[config.mk]
export PLATFORM = sky130hd
export DESIGN_NAME = vibrato_lfo
export DESIGN_NICKNAME = d
export VERILOG_FILES = /design/src/rtl/lfo_pkg.sv /design/src/rtl/sine_quarter_rom.sv /design/src/rtl/vibrato_lfo.sv
export SDC_FILE = /design/constraint.sdc
export NUM_CORES = 1
export LEC_CHECK = 0
export ABC_CLOCK_PERIOD_IN_PS = 6100
export CAP_MARGIN = 10
export CELL_PAD_IN_SITES_DETAIL_PLACEMENT = 0
export CELL_PAD_IN_SITES_GLOBAL_PLACEMENT = 1
export CORE_AREA = 4 4 147 149
export DETAILED_ROUTE_END_ITERATION = 10
export DIE_AREA = 0 0 151 153
export PLACE_DENSITY_LB_ADDON = 0.1
export SYNTH_ARGS = -nofsm -noshare
export SYNTH_HDL_FRONTEND = slang
export SYNTH_SLANG_ARGS = --single-unit
[constraint.sdc]
create_clock -name CLOCK_50 -period 6.1 [get_ports CLOCK_50]
set_input_delay 0.61 -clock CLOCK_50 [delete_from_list [all_inputs] [get_ports CLOCK_50]]
set_output_delay 0.61 -clock CLOCK_50 [all_outputs]
set_load 0.005 [all_outputs]
[src/rtl/lfo_pkg.sv]
// Shared types and defaults for the vibrato sine LFO: FSM states, quadrant
// encoding and the quarter-wave table generator.
package lfo_pkg;

    localparam int PHASE_W_DEF = 24;
    localparam int LUT_AW_DEF  = 8;
    localparam int AMP_DEF     = 256;
    localparam int LUT_DW      = 9;

    typedef enum logic [1:0] {
        IDLE    = 2'd0,
        ADVANCE = 2'd1,
        LOOKUP  = 2'd2,
        OUTPUT  = 2'd3
    } lfo_state_t;

    // Quadrant = top two phase bits. UP/DOWN is the direction of |sin|,
    // so the DOWN quadrants read the table mirrored.
    typedef enum logic [1:0] {
        Q0_POS_UP   = 2'd0,
        Q1_POS_DOWN = 2'd1,
        Q2_NEG_UP   = 2'd2,
        Q3_NEG_DOWN = 2'd3
    } quadrant_t;

    function automatic logic [LUT_DW-1:0] quarter_sine(input int idx, input int aw, input int amp);
        real angle;
        angle = 1.5707963267948966 * real'(idx) / real'(2 ** aw);
        return LUT_DW'($rtoi(real'(amp) * $sin(angle) + 0.5));
    endfunction

endpackage

[src/rtl/sine_quarter_rom.sv]
// Quarter-wave sine table with a registered read port (1-cycle latency).
// Contents are computed at elaboration from lfo_pkg::quarter_sine.
module sine_quarter_rom
    import lfo_pkg::*;
#(
    parameter int LUT_AW = LUT_AW_DEF,
    parameter int AMP    = AMP_DEF
) (
    input  logic              CLOCK_50,
    input  logic [LUT_AW-1:0] addr,
    output logic [LUT_DW-1:0] data
);

    logic [LUT_DW-1:0] table_w [2**LUT_AW];
    logic [LUT_DW-1:0] data_d;
    logic [LUT_DW-1:0] data_q;

    for (genvar i = 0; i < 2**LUT_AW; i++) begin : g_entry
        assign table_w[i] = quarter_sine(i, LUT_AW, AMP);
    end

    assign data_d = table_w[addr];

    // NOTE: ROM read register has no reset; it only ever holds table data and
    // a reset port would stop the table from mapping onto block memory.
    always_ff @(posedge CLOCK_50) begin
        data_q <= data_d;
    end

    assign data = data_q;

endmodule

[src/rtl/vibrato_lfo.sv]
// Sine LFO for the vibrato delay modulation: one phase step per ADCLRCK
// rising edge, depth-scaled output centred on AMP.
module vibrato_lfo
    import lfo_pkg::*;
#(
    parameter int PHASE_W = PHASE_W_DEF,
    parameter int LUT_AW  = LUT_AW_DEF,
    parameter int AMP     = AMP_DEF
) (
    input  logic               CLOCK_50,
    input  logic               reset,
    input  logic               ADCLRCK,
    input  logic               enable,
    input  logic [PHASE_W-1:0] rate,
    input  logic [8:0]         depth,
    output logic [31:0]        sin,
    output logic               sin_valid,
    output logic               overrun
);

    localparam int               OUT_W     = LUT_DW + 1;
    localparam logic [OUT_W-1:0] MID       = OUT_W'(AMP);
    localparam logic [8:0]       DEPTH_MAX = 9'd256;

    logic               sync1_q, sync1_d, sync2_q, sync2_d, hist_q, hist_d;
    lfo_state_t         state_q, state_d;
    logic [PHASE_W-1:0] phase_q, phase_d, rate_q, rate_d;
    logic [8:0]         depth_q, depth_d;
    logic               en_q, en_d;
    logic [OUT_W-1:0]   sin_q, sin_d;
    logic               overrun_q, overrun_d;

    logic                tick;
    quadrant_t           quad;
    logic [LUT_AW-1:0]   rom_addr;
    logic [LUT_DW-1:0]   rom_data;
    logic [2*LUT_DW-1:0] product;
    logic [LUT_DW-1:0]   scaled;
    logic [OUT_W-1:0]    fresh;

    assign tick = sync2_q & ~hist_q;
    assign quad = quadrant_t'(phase_q[PHASE_W-1 -: 2]);

    sine_quarter_rom #(
        .LUT_AW (LUT_AW),
        .AMP    (AMP)
    ) u_rom (
        .CLOCK_50 (CLOCK_50),
        .addr     (rom_addr),
        .data     (rom_data)
    );

    always_comb begin
        rom_addr = phase_q[PHASE_W-3 -: LUT_AW];
        if (quad == Q1_POS_DOWN || quad == Q3_NEG_DOWN) begin
            rom_addr = ~rom_addr;
        end
    end

    // scaled never exceeds AMP, so AMP - scaled cannot underflow.
    always_comb begin
        product = (2*LUT_DW)'(rom_data) * (2*LUT_DW)'(depth_q);
        scaled  = LUT_DW'(product >> 8);
        if (!en_q) begin
            fresh = MID;
        end else if (quad == Q2_NEG_UP || quad == Q3_NEG_DOWN) begin
            fresh = MID - OUT_W'(scaled);
        end else begin
            fresh = MID + OUT_W'(scaled);
        end
    end

    // NOTE: every _d starts as a copy of its _q so no path through the case
    // leaves a signal unassigned, which would infer a latch.
    always_comb begin
        sync1_d   = ADCLRCK;
        sync2_d   = sync1_q;
        hist_d    = sync2_q;
        state_d   = state_q;
        phase_d   = phase_q;
        rate_d    = rate_q;
        depth_d   = depth_q;
        en_d      = en_q;
        sin_d     = sin_q;
        overrun_d = overrun_q;

        if (tick && state_q != IDLE) begin
            overrun_d = 1'b1;
        end

        case (state_q)
            IDLE: begin
                if (tick) begin
                    rate_d  = rate;
                    depth_d = (depth > DEPTH_MAX) ? DEPTH_MAX : depth;
                    state_d = ADVANCE;
                end
            end
            ADVANCE: begin
                en_d = enable;
                if (enable) begin
                    phase_d = phase_q + rate_q;
                end
                state_d = LOOKUP;
            end
            LOOKUP: begin
                state_d = OUTPUT;
            end
            OUTPUT: begin
                sin_d   = fresh;
                state_d = IDLE;
            end
            default: begin
                state_d = IDLE;
            end
        endcase
    end

    // Synchroniser and edge history reset high: ADCLRCK held high across
    // reset must not look like a rising edge afterwards.
    always_ff @(posedge CLOCK_50) begin
        if (reset) begin
            sync1_q   <= 1'b1;
            sync2_q   <= 1'b1;
            hist_q    <= 1'b1;
            state_q   <= IDLE;
            phase_q   <= '0;
            rate_q    <= '0;
            depth_q   <= '0;
            en_q      <= 1'b0;
            sin_q     <= MID;
            overrun_q <= 1'b0;
        end else begin
            sync1_q   <= sync1_d;
            sync2_q   <= sync2_d;
            hist_q    <= hist_d;
            state_q   <= state_d;
            phase_q   <= phase_d;
            rate_q    <= rate_d;
            depth_q   <= depth_d;
            en_q      <= en_d;
            sin_q     <= sin_d;
            overrun_q <= overrun_d;
        end
    end

    // The new value is presented during the OUTPUT cycle itself and held in
    // sin_q from then on.
    assign sin_valid = (state_q == OUTPUT);
    assign sin       = 32'(sin_valid ? fresh : sin_q);
    assign overrun   = overrun_q;

endmodule
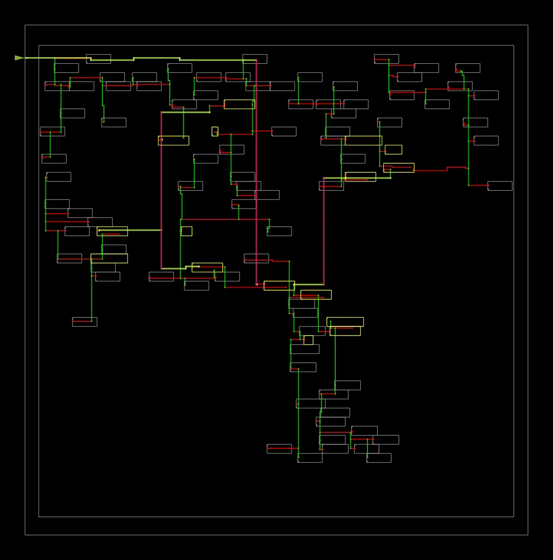
*Clock wiring as the flow saved it, run 1*
Clk. pwr: 639 uW
clkbuf count: 10
flip-flops: 83
clock sink total: 83

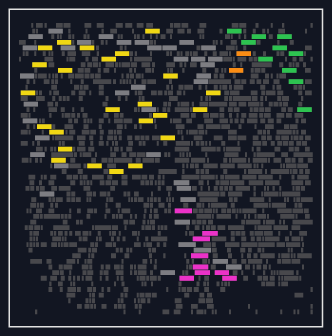
*Sequential cells grouped by signal name, run 1*
Other sequential cells in the stronger grey, the rest of the logic in the fainter grey.
depth_q: in magenta, flops 9, where bottom centre. sin_q: in green, flops 10, where upper right. state_q: in orange, flops 2. phase_q: in yellow, flops 24.

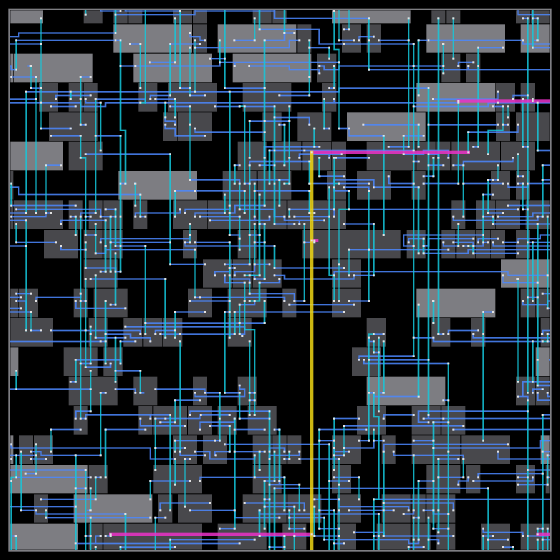
*Layout detail, run 1*
Region (13, 90) to (63, 140) microns. Cells in grey, sequential cells in the stronger grey; small squares are vias.
M1: in blue. M3: in magenta. M2: in cyan. M4: in yellow.
Most frequent: nand2_1 (33), a21oi_1 (23), dfxtp_1 (16). Sequential cells in the window: 16. Netlist names of flops here include phase_q (10), rate_q (6). 160 logic cells have their middle in the window.

==> flow_summary_export.csv, run 1 <==
group,metric,value,unit
synth,ys_cells,1188,
global_route,grt_overflow,0,
routing,viasPerCell,5.40,
layout,final_area,10600,sq um
layout,mostFrequentLayoutCell,"nand2_1",
critical_path,reg2reg_slack,1.09,ns
status,status,"completed",
layout,stdcell_count,1518,
synth,ys_seq_share,18.5,%
final_timing,fin_crit_sh,97.1,%
final_timing,slew_headroom,25.4,%
clock_tree,cts_tree,"built",
power_and_ir_drop,power.total,1.42,mW
final_timing,rsz0062_at_grt,"yes",
critical_path,cp-start-kind,"register",
placement,port-buffer-count,48,
hold_path,min_path_cells,1,
layout,comb_area_share,64.9,%
critical_path,critPathKind,"register to output pin",
layout,nets,1400,
clock_tree,clk_pin_slew_worst_paths,0.06,ns
clock_tree,cts_buffers,9,
critical_path,timing.rr.start,"depth_q[0]$_SDFFE_PP0P_",
critical_path,slowest_stage,"fa_1",
final_timing,max_freq,169,MHz
routing,dr.pass1.iters,5,
power_and_ir_drop,peakVddDrop,0.146,mV
routing,num_vias,8197,
critical_path,crit_path_frequent_cell,"fa_1",
final_timing,whs,0.428,ns
layout,drive_gt1_share,13.7,%
layout,layout.nonclk_buf_share,9.61,%
power_and_ir_drop,p_leak,4.63,nW
clock_tree,cts-root-buf,"clkbuf_16",
hold_path,hp-class,"register to register",
routing,detail-route-antenna-nets,0,
synth,ys_area,8970,sq um
layout,clockNetworkAreaShare,3.32,%
critical_path,endpoint,"sin[4]",
layout,fillers,2026,
placement,place_inst,1488,
global_route,grt_antenna_before_repair,0,
critical_path,path_delay_family,"adder cells",
power_and_ir_drop,power.density,135,nW/um^2
final_timing,setup_viol,0,
clock_tree,cts_max_level,3,
floorplanning,coreArea,20200,sq um
floorplanning,tap_cells,270,
synth,synth_area,8970,sq um
final_timing,clock_skew,0.0114,ns
layout,nonClockBufferCount,121,
placement,place_area,9870,sq um
floorplanning,die-height,153,microns
synth,yosysTopAreaCell,"dfxtp_1",
placement,place_congestion,0.862,
clock_tree,hold_buffers,0,
critical_path,path_depth,21,
critical_path,cp.buffers_inverters,5,
final_timing,tightest_slew,1.12,ns
layout,mostFrequentLayoutCells,"179 x nand2_1, 108 x a21oi_1, 80 x inv_1",
critical_path,cp_cell_sequence,"buf_4 > nand2_4 > fa_1 > inv_2 > fa_1 > ha_1 > inv_2 > fa_1 > inv_1 > ha_1 > nand4_1 > o41ai_4 > a31oi_1 > xor2_1 > ha_2 > o2111ai_4 > or4_1 > o211ai_1 > mux2i_1 > nand2_1 > buf_2",
layout,layout.area.seq,1690,sq um
final_timing,period_minus_slack,5.92,ns
placement,hpwl,17200,microns
critical_path,worst_ep_arrival_time,5.31,ns
floorplanning,die_area,23100,sq um
routing,drt-initial-drc-count,416,
layout,nNonClkInverters,85,
job,warnings,40,
layout,seq_share,16.0,%
synth,synth_top_area_share,18.5,%
critical_path,max_stage_delay,0.54,ns
critical_path,crit_start,"depth_q[0]$_SDFFE_PP0P_",
layout,largestClassByArea,"combinational gates",
critical_path,cp_max_fo,4,
synth,postSynthCellCount,1188,
final_timing,finalHoldViolCount,0,
layout,antennaDiodeCount,0,
routing,post-route-drc-count,0,
layout,final_core_utilization,52.4,%
synth,async_reset_ff_share,0,%
job,drv_cap,0,
synth,synth-edff-count,0,
global_route,grtUsageTotal,20.6,%
clock_tree,clk_path_buf_depth,2,
[run 1: logic make-up after synthesis]
kind of cell,synth area share (%)
AND/OR/NAND/NOR,23.2
multiplexers,2.26
flip-flops,18.5
buffers and inverters,8.77
XOR/XNOR,4.69
other,0.0418
adder cells (fa/ha/maj),21.0
AND-OR/OR-AND,21.6
[run 1: state kept, by name (all words and copies together), names as in the netlist, 2 cells and up]
| signal | count |
|---|---|
| phase_q | 24 |
| sin_q | 10 |
| depth_q | 9 |
| rate_q | 24 |
| u_rom.data | 9 |
| state_q | 2 |
[run 1: Yosys cell counts (8+ instances only)]
library cell,number
nand2_1,183
o21a_1,9
buf_1,8
inv_1,84
o22ai_1,11
o221ai_1,8
clkbuf_1,60
nand3_1,20
buf_4,25
o211ai_1,15
dfxtp_1,83
nor2_1,70
a21o_1,10
mux2i_1,9
o21ai_0,56
a31oi_1,11
xor2_1,22
a211oi_1,23
nand2b_1,17
a21oi_1,110
and2_1,43
nand3b_1,13
fa_1,49
nor2b_1,14
nor3_1,22
ha_1,71
xnor2_1,26
[run 1: metal layers]
metal  global-route usage [%]  wire length, microns  vias up
li1                         -                     -     4162
met1                     27.5                 10900     3871
met2                     35.5                 11600      142
met3                     2.69                   691       22
met4                     4.23                   296        0
met5                        0                     0        -
[run 1: timing repair]
item,4_1_cts,5_1_grt
buffers inserted,9,5
resized,38,50
gates cloned,0,0
endpoints found under the setup margin,6,8
pin swaps,20,35
[run 1: power by group]
part | switching (mW) | leakage (nW) | internal, mW
Sequential | 0.0173 | 0.678 | 0.559
Combinational | 0.124 | 3.78 | 0.0825
Clock | 0.227 | 0.169 | 0.412
## Run 2: what changed since run 1
--- a/config.mk
+++ b/config.mk
@@ -9,9 +9,9 @@
 export CAP_MARGIN = 10
 export CELL_PAD_IN_SITES_DETAIL_PLACEMENT = 0
 export CELL_PAD_IN_SITES_GLOBAL_PLACEMENT = 1
-export CORE_AREA = 4 4 147 149
+export CORE_AREA = 2 2 145 147
 export DETAILED_ROUTE_END_ITERATION = 10
-export DIE_AREA = 0 0 151 153
+export DIE_AREA = 0 0 147 149
 export PLACE_DENSITY_LB_ADDON = 0.1
 export SYNTH_ARGS = -nofsm -noshare
 export SYNTH_HDL_FRONTEND = slang
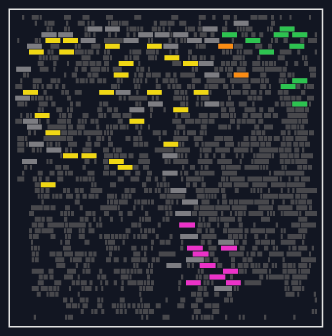
*Sequential cells grouped by signal name, run 2*
Other sequential cells in the stronger grey, the rest of the logic in the fainter grey.
state_q: in orange, flops 2. depth_q: in magenta, flops 9. phase_q: in yellow, flops 24. sin_q: in green, flops 10, where upper right.
Another 38 sequential cells are not coloured.

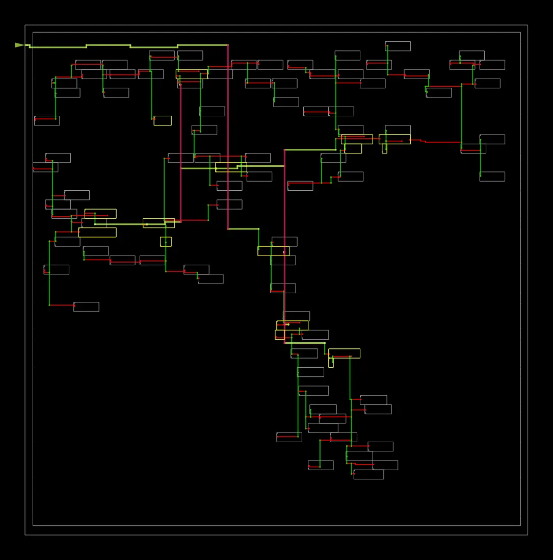
*Clock wiring as the flow saved it, run 2*
Clk. pwr: 560 uW
Worst Clk Skew: 0.00777 ns
Num CTS Buffers: 9

==> run 2 against run 1 <==
  * Non-clock buffer count shrank 6
  * Via count grew 1.4%
  * Final cell count is essentially flat
  * Clock power shrank 12%
  * Synthesized cell count is the same
  * Wire length grew 0.68%
  * Critical path type unchanged
  * Critical endpoint is now sin[8]
==> flow_summary_export.csv, run 2 <==
group,metric,value,unit
status,status,"completed",
routing,post-route-drc-count,0,
synth,async_reset_ff_share,0,%
synth,yosysTopAreaCell,"dfxtp_1",
placement,port-buffer-count,48,
critical_path,cp_max_fo,5,
critical_path,crit_path_frequent_cell,"fa_1",
synth,synth_area,8970,sq um
final_timing,finalHoldViolCount,0,
clock_tree,cts_tree,"built",
final_timing,fin_crit_sh,98.5,%
synth,ys_cells,1188,
floorplanning,die-height,149,microns
routing,num_vias,8315,
placement,place_congestion,0.869,
routing,detail-route-antenna-nets,0,
power_and_ir_drop,p_clk_share,41.7,%
power_and_ir_drop,internal_power,983,uW
global_route,grt_overflow,0,
final_timing,whs,0.416,ns
synth,top_cells_by_count,"183 x nand2_1, 110 x a21oi_1, 84 x inv_1",
clock_tree,cts-root-buf,"clkbuf_16",
critical_path,slowest_stage,"fa_1",
synth,ys_area,8970,sq um
power_and_ir_drop,power_leader,"registers",
routing,drt-initial-drc-count,537,
critical_path,cp-start-kind,"register",
final_timing,period_minus_slack,6.01,ns
floorplanning,coreArea,20600,sq um
final_timing,tightest_slew,1.13,ns
clock_tree,hold_buffers,0,
synth,ys_sh_aoi,21.6,%
synth,postSynthCellCount,1188,
power_and_ir_drop,swShare,26.8,%
final_timing,rsz0062_at_grt,"yes",
global_route,grt_antenna_before_repair,0,
synth,ys_seq_share,18.5,%
power_and_ir_drop,sequentialPower,577,uW
global_route,grtUsageTotal,22.1,%
power_and_ir_drop,power_frac_comb,15.4,%
routing,viasPerCell,5.48,
power_and_ir_drop,p_leak,4.62,nW
power_and_ir_drop,power.density,128,nW/um^2
layout,antennaDiodeCount,0,
synth,xor_share,4.69,%
synth,synth_top_cell_by_count,"nand2_1",
power_and_ir_drop,p_switching,360,uW
synth,yosys.area_share.simple,23.2,%
power_and_ir_drop,combinationalPower,207,uW
-- run 2: cell counts after synthesis --
No cell type changed its count.
-- run 2: worst max-delay path, delay by kind of cell (launching register included) --
family | cells | cell delay, ns
AND-OR/OR-AND | 4 | 0.98
buffers and inverters | 6 | 0.55
XOR/XNOR | 1 | 0.18
flip-flops | 1 | 0.35
adder cells (fa/ha/maj) | 6 | 2.24
multiplexers | 1 | 0.24
AND/OR/NAND/NOR | 4 | 0.52
-- run 2: final timing paths --
path | start | end | cells after the start
min | sync1_q$_SDFF_PP1_ | hist_d$_SDFF_PP1_ | 1
max reg2reg | u_rom.data[5]$_DFF_P_ | sin_q[8]$_SDFFE_PP1P_ | 21
max | u_rom.data[5]$_DFF_P_ | sin[8] | 22
min reg2reg | sync1_q$_SDFF_PP1_ | hist_d$_SDFF_PP1_ | 1
-- run 2: repair_timing --
| item | in CTS | in global routing |
|---|---|---|
| cloned | 0 | 0 |
| setup endpoints to repair | 6 | 7 |
| gates resized | 47 | 40 |
| pin swaps | 26 | 30 |
| setup buffers | 2 | 5 |
-- run 2: final cells by class --
type | instances | area (sq um)
Tap cell | 275 | 344
Clock buffer | 13 | 260
Sequential cell | 83 | 1690
Multi-Input combinational cell | 943 | 6880
Fill cell | 2049 | 10000
Timing Repair Buffer | 115 | 990
Inverter | 85 | 319
Clock inverter | 3 | 46.3
-- run 2: metal layers --
layer,vias to the layer above,routed length (microns),track usage [%]
li1,4144,-,-
met2,154,11600,39.2
met4,0,541,6.49
met3,35,672,2.57
met1,3982,10800,28.4
met5,-,0,0
-- run 2: through the flow --
stage,worst slack (ns),instances
after detailed placement,-0.161,1494
after floorplan,0.430,1209
final,0.0936,1517
after global placement,-0.0764,1494
after CTS,-0.0599,1512
after global routing,-0.166,1517
### Layout detail, run 2

Region (12, 87) to (62, 137) microns. Cells in grey, sequential cells in the stronger grey; small squares are vias.
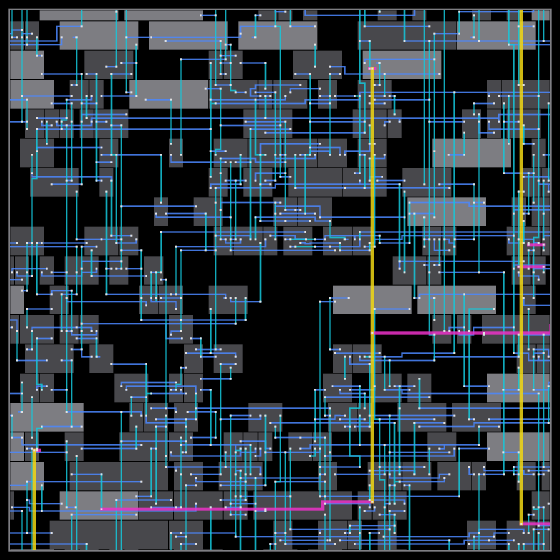

## Run 3: what changed since run 2
--- a/config.mk
+++ b/config.mk
@@ -12,6 +12,7 @@
 export CORE_AREA = 2 2 145 147
 export DETAILED_ROUTE_END_ITERATION = 10
 export DIE_AREA = 0 0 147 149
+export MAX_ROUTING_LAYER = met4
 export PLACE_DENSITY_LB_ADDON = 0.1
 export SYNTH_ARGS = -nofsm -noshare
 export SYNTH_HDL_FRONTEND = slang
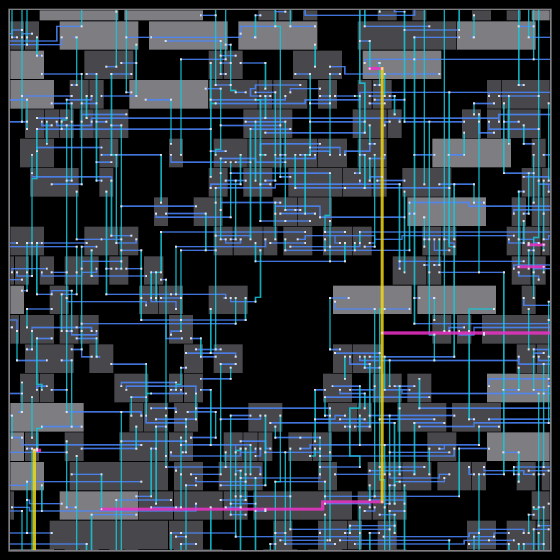
*Layout detail, run 3*
Region (12, 87) to (62, 137) microns. Cells in grey, sequential cells in the stronger grey; small squares are vias.
M1: in blue. M3: in magenta. M4: in yellow. M2: in cyan.
Sequential cells in the window: 15. Most frequent: nand2_1 (35), a21oi_1 (23), dfxtp_1 (15). 165 logic cells have their middle in the window. Netlist names of flops here include phase_q (11), rate_q (4).

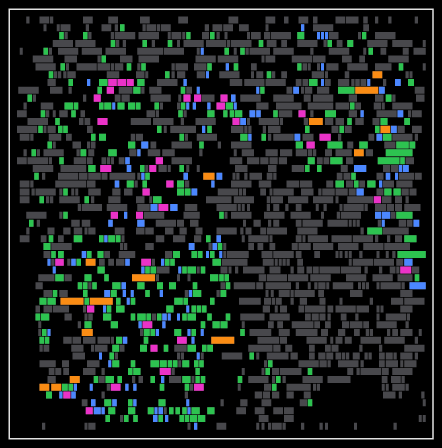
*Logic cells by family, run 3*
non-inverting ao/oa cells: in magenta, cells 35, most used a21o_1. aoi and oai cells: in green, cells 270, most used a21oi_1, where spread over the die. mux cells: in orange, cells 15, most used mux2i_1, where spread over the die. nor cells: in blue, cells 117, most used nor2_1, where spread over the die.

==> run 3 against run 2 <==
  * Combinational power barely moved
  * Sequential share of layout area did not move
  * Critical path depth did not move
  * First-iteration DRC count rose by 1.7%
  * Synthesized cell count did not move
  * Final area did not move
  * Non-clock buffer count did not move
  * Maximum frequency barely moved
  * Largest cell class unchanged
  * Highest routed layer unchanged
==> flow_summary_export.csv, run 3 <==
group,metric,value,unit
floorplanning,io_pins,71,
clock_tree,post_cts_buffers,2,
placement,place_congestion,0.883,
layout,ff_count,83,
status,status,"completed",
hold_path,min_from,"sync1_q$_SDFF_PP1_",
hold_path,min_to,"hist_d$_SDFF_PP1_",
synth,synth_top_cell_by_count,"nand2_1",
routing,wl_met1,10700,microns
routing,wl,23600,microns
global_route,grt_antenna_before_repair,0,
layout,largestClassByArea,"combinational gates",
layout,antennaDiodeCount,0,
synth,synth_area,8970,sq um
global_route,met3_usage,2.57,%
layout,clockNetworkAreaShare,2.91,%
final_timing,period_minus_slack,6.01,ns
final_timing,clock_skew,0.00650,ns
synth,async_reset_ff_share,0,%
power_and_ir_drop,power.density,128,nW/um^2
layout,layout.area.seq,1690,sq um
synth,ys_cells,1188,
layout,fillers,2049,
layout,logic_gate_count,943,
global_route,grt_overflow,0,
routing,met2_length,11600,microns
synth,postSynthCellCount,1188,
layout,nonClockBufferCount,115,
synth,ys_seq_share,18.5,%
layout,seq_share,16.0,%
synth,synth_top_area_share,18.5,%
synth,top_cells_by_count,"183 x nand2_1, 110 x a21oi_1, 84 x inv_1",
critical_path,slowest_stage,"fa_1",
layout,n_clock_buffer,13,
layout,logic_area,6880,sq um
layout,nNonClkInverters,85,
power_and_ir_drop,p_leak,4.62,nW
routing,num_vias,8325,
final_timing,finalHoldViolCount,0,
final_timing,fin_crit_sh,98.5,%
clock_tree,ctsResizeCount,47,
routing,viasPerCell,5.49,
critical_path,cp-start-kind,"register",
routing,post-route-drc-count,0,
final_timing,rsz0062_at_grt,"yes",
synth,ys_area,8970,sq um
critical_path,endpoint_kind,"output pin",
global_route,use_met1,28.4,%
critical_path,r2r-end,"sin_q[8]$_SDFFE_PP1P_",
global_route,grt_busiest_layer,"met2",
global_route,grtUsageTotal,22.7,%
layout,comb_area_share,65.4,%
routing,drt-initial-drc-count,546,
critical_path,cp_max_fo,5,
clock_tree,cts_tree,"built",
synth,ys_warn_count,0,
routing,detail-route-antenna-nets,0,
final_timing,tightest_slew,1.12,ns
routing,top_layer,"met4",
placement,port-buffer-count,48,
synth,yosysTopAreaCell,"dfxtp_1",
clock_tree,cts-root-buf,"clkbuf_16",
hold_path,min_path_cells,1,
floorplanning,coreArea,20600,sq um
critical_path,crit_path_frequent_cell,"fa_1",
clock_tree,hold_buffers,0,
floorplanning,tap_cells,275,
hold_path,hp-class,"register to register",
layout,layout.nonclk_buf_share,9.40,%
final_timing,whs,0.416,ns
global_route,met2_usage,39.2,%
power_and_ir_drop,peakVddDrop,0.163,mV
routing,wl_met3,739,microns
floorplanning,die-height,149,microns
clock_tree,cts_buffers,9,
## run 3: cell counts after synthesis
No cell type changed its count.
## run 3: worst max-delay path by stage
stage                   to               startpoint  slack [ns]
floorplan           sin[8]  depth_q[8]$_SDFFE_PP0P_        0.43
global placement    sin[8]    u_rom.data[4]$_DFF_P_       -0.08
detailed placement  sin[8]  depth_q[2]$_SDFFE_PP0P_       -0.16
CTS                 sin[8]    u_rom.data[7]$_DFF_P_       -0.06
global route        sin[8]    u_rom.data[5]$_DFF_P_       -0.17
finish              sin[8]    u_rom.data[5]$_DFF_P_        0.09
## run 3: through the flow
step                std cells  setup slack (ns)  total power [mW]  TNS [ns]  area [sq um]
global placement         1494           -0.0764             0.793   -0.0792          9890
detailed placement       1494            -0.161             0.794    -0.260          9890
CTS                      1512           -0.0599              1.36   -0.0704         10400
finish                   1517            0.0899              1.34         0         10500
floorplan                1209             0.430             0.726         0          9050
global route             1517            -0.166              1.40    -0.285         10500
## run 3: where the power goes
group / leakage, nW / internal [mW] / switching, mW
registers: 0.678 / 0.560 / 0.0166
logic: 3.80 / 0.0826 / 0.125
clock network: 0.146 / 0.341 / 0.219
## run 3: cells by family after synthesis
| family | after synthesis | share of synthesized area, % |
|---|---|---|
| AOI/OAI and AO/OA | 305 | 21.6 |
| muxes | 15 | 2.26 |
| and+or+nand+nor | 432 | 23.2 |
| xor gates and xnor gates | 48 | 4.69 |
| DFF | 83 | 18.5 |
| other | 1 | 0.0418 |
| adders and majority gates | 121 | 21.0 |
| buffers and inverters | 183 | 8.77 |
## run 3: critical path: cells and delay by family, from the launching register on
kind	cells	cell delay [ns]
compound gates	4	0.98
fa+ha+maj	6	2.24
flops	1	0.35
buf+inv	6	0.55
simple gates	4	0.52
xor+xnor	1	0.18
mux	1	0.24
Power and IR drop assume default switching activity.
